### Supply network, run 1

Pins as bars on the die edge. Tap cells in gray.
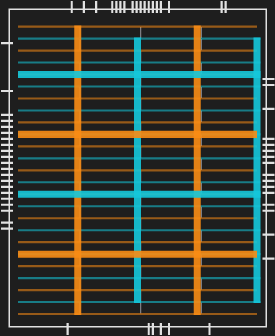
### Cell classes on the final placement, run 1

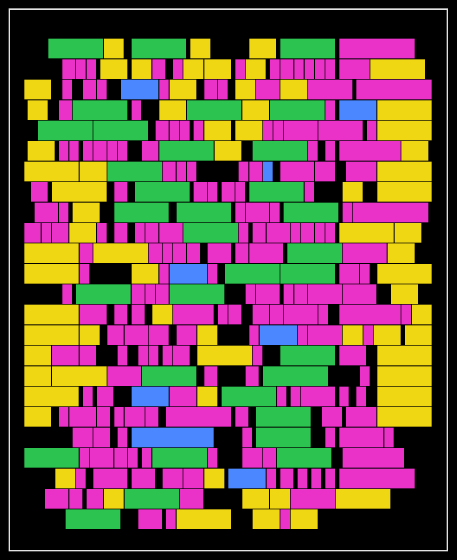
### Clock network drawn from the DEF, run 1

Bar = 20 µm.
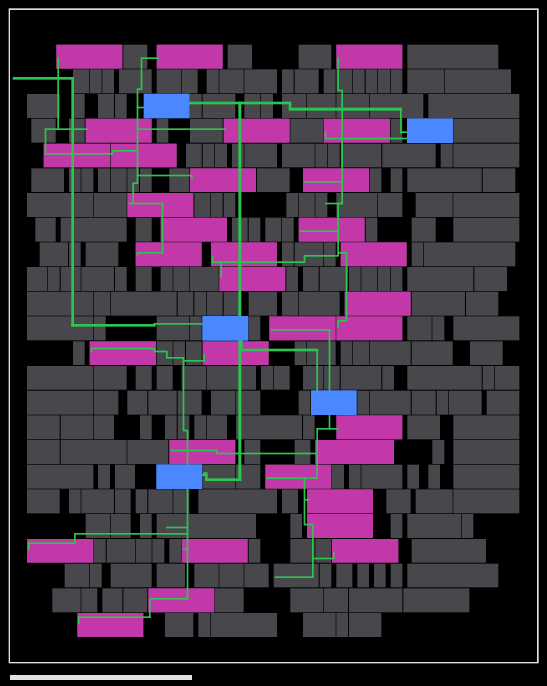
### Routed metal, one color a layer, run 1

Bar = 20 µm.
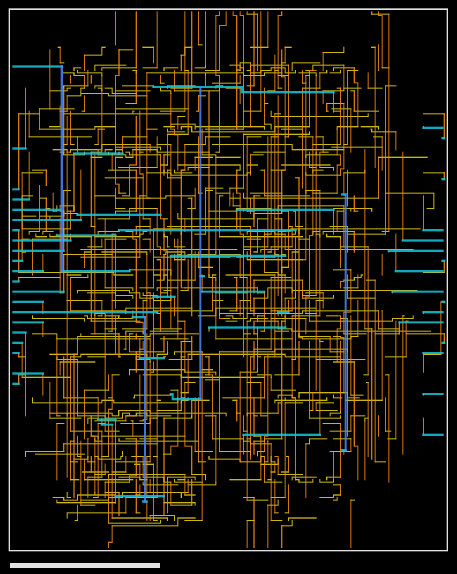
==> config.mk <==
export PLATFORM = sky130hd
export DESIGN_NAME = vec_issue_ctrl
export DESIGN_NICKNAME = d
export VERILOG_FILES = /design/src/rtl/vec_pkg.sv /design/src/rtl/vec_op_legal.sv /design/src/rtl/vec_issue_ctrl.sv
export SDC_FILE = /design/constraint.sdc
export NUM_CORES = 1
export LEC_CHECK = 0
export CORE_ASPECT_RATIO = 1.25
export CORE_MARGIN = 1.5
export CORE_UTILIZATION = 49
export CTS_CLUSTER_DIAMETER = 30
export DETAILED_ROUTE_END_ITERATION = 6
export PLACE_DENSITY = 0.85
export SLEW_MARGIN = 20
export SYNTH_ARGS = -nofsm -noshare
export SYNTH_HDL_FRONTEND = slang
export SYNTH_SLANG_ARGS = --single-unit
==> constraint.sdc <==
create_clock -name vsi_clk -period 2.7 [get_ports vsi_clk]
set_input_delay 0.81 -clock vsi_clk [delete_from_list [all_inputs] [get_ports vsi_clk]]
set_output_delay 0.81 -clock vsi_clk [all_outputs]
set_load 0.1 [all_outputs]
==> flow_metrics.env <==
# source this file to load flow results
export IMPL_synth_async_reset_ratio_pct=0
export IMPL_p_comb_w=0.000746
export IMPL_synth_simple_area_share_pct=24.7
export IMPL_maxPowerGroup="combinational cells"
export IMPL_setup_ws_ns=0.0612
export IMPL_swShare_pct=39.9
export IMPL_htreeDepth=2
export IMPL_postSynthSeqShare_pct=35.6
export IMPL_drtIter0Drc=76
export IMPL_vias=1863
export IMPL_most_common_cell="nand2_1"
export IMPL_status="completed"
export IMPL_dp_slack_ns=0.144
export IMPL_dpl_cell_area_um2=2850
export IMPL_grt_pass1_vias=1752
export IMPL_min_period_ns=2.64
export IMPL_synthTopCellsByCount="nand2_1 (60), dfxtp_1 (33), a21oi_1 (30), inv_1 (17), nor2_1 (16)"
export IMPL_grt_max_degree=26
export IMPL_area_leaders="dfxtp_1 (36%), nand2_1 (12%), a21oi_1 (8.1%)"
export IMPL_finalPower_w=0.00181
export IMPL_cp_num_buf_inv=2
export IMPL_min_path_cells=2
export IMPL_ys_flops=33
export IMPL_cp_cell_sequence="ha_1 -> inv_1 -> fa_2 -> nor2_4 -> xor2_4 -> buf_12"
export IMPL_worstHoldPathType="flop to flop"
export IMPL_switchingPower_w=0.000723
export IMPL_yosys_area_top_type_share_pct=35.6
export IMPL_rsz0062_at_grt="false"
export IMPL_post_cts_buffers=0
export IMPL_worst_pin_slew_ns=0.443
export IMPL_die_area_um2=4160
export IMPL_highest_layer="met4"
export IMPL_path_depth=6
export IMPL_reg2regPathDepth=4
export IMPL_syn_inst=236
export IMPL_maxCapViolCount=0
export IMPL_power_leakage_nw=1.28
export IMPL_yosys_warnings=0
export IMPL_avgViaCountPerCell=5.46
export IMPL_maxSlewViolCount=0
export IMPL_ys_chip_area_um2=1850
export IMPL_ios=61
export IMPL_clkTransAtPathRegs_ns=0.07
export IMPL_syn_avg_cell_area_um2=7.86
export IMPL_power_density_nw_per_um2=606
export IMPL_whs_ns=0.454
export IMPL_fp_nets=276
export IMPL_drive_gt1_share_pct=23.8
export IMPL_antenna_found_initial=0
export IMPL_dp_cells=333
export IMPL_num_nets_final=341
export IMPL_cts_resized=7
export IMPL_cts_buffer_depth=2
export IMPL_flop_cell="dfxtp_1"
export IMPL_logic_family="simple AND/OR/NAND/NOR gates"
export IMPL_ys_sh_adder_pct=8.64
export IMPL_start_kind="flop"
export IMPL_hold_buffers=0
export IMPL_cts_sinks=33
export IMPL_crit_family="adder cells"
export IMPL_cts_root_buf="clkbuf_8"
export IMPL_cp_end_kind="output port"
export IMPL_worstPathRequired_ns=1.89
export IMPL_numCtsBuffers=5
export IMPL_buffer_ports_inserted=60
export IMPL_cts_tree="yes"
export IMPL_route_met2_wl_um=2610
Back to the opening pictures, 'Supply network':
| color | net |
|---|---|
| cyan | VDD |
| orange | VSS |
signal pins: 61
met4 straps: 4
met1 rails: 25
rows: 24
Chip Width: 58.0 µm
Worst VDD drop: 0.442 mV
DIE HEIGHT: 71.8 µm

Back to the opening pictures, 'Cell classes on the final placement':
| color | class | cells | share of their area |
|---|---|---|---|
| yellow | remaining buffers and delay cells | 69 | 30% |
| green | sequential cells | 33 | 23% |
| magenta | combinational and other logic | 192 | 44% |
| blue | clock drivers and dummy loads | 8 | 4.0% |
Site Rows: 24
design area: 2990 µm²

Back to the opening pictures, 'Clock network drawn from the DEF':
[magenta] flip-flops | count: 33
[green] clock wires | length: 447 µm
[blue] clock drivers | count: 5
routed clock nets: 6
Clock Power Share: 26.9%
clk_lat worst skew: 0.29 ns
Clk power: 0.000487 W
Layout Skew: 0.00335 ns

Back to the opening pictures, 'Routed metal, one color a layer':
| color | layer | wire length |
|---|---|---|
| cyan | metal 3 | 299 µm |
| blue | metal 4 | 127 µm |
| yellow | metal 1 | 2030 µm |
| orange | metal 2 | 2610 µm |
total wire length: 5060 µm
wire length per cell: 14.8 µm
Total GRT Usage: 25.8%

## run 1: cell usage in the layout (no fill, tap or decap), types with 3 or more instances in the layout
cell and instances:
a21oi_1 30, nor2_4 3, ha_1 8, fa_2 3, a21o_1 3, buf_4 18, buf_12 23, dfxtp_1 32
xnor2_2 5, and2_1 3, inv_1 17, clkbuf_8 6, xor2_1 5, nor3_1 3, clkdlybuf4s50_1 28, nand2_1 60
nor2_1 11, o21ai_0 5, xor2_4 3
## run 1: layout make-up
type                    instances  area, µm²
repair buffers                 69        876
flip-flops and latches         33        664
clock inverters                 1       30.0
fillers                       185        553
clock buffers                   7       86.3
well taps                      39       48.8
inverters                      17       63.8
multi-input cells             175       1220
## run 1: routing by layer
layer  GRT usage (%)  up-vias
met4            10.6        0
li1                -      908
met2            43.9       82
met3            6.32        9
met1            30.6      864
met5               0        -
Power is estimated from default activity; no workload was simulated.
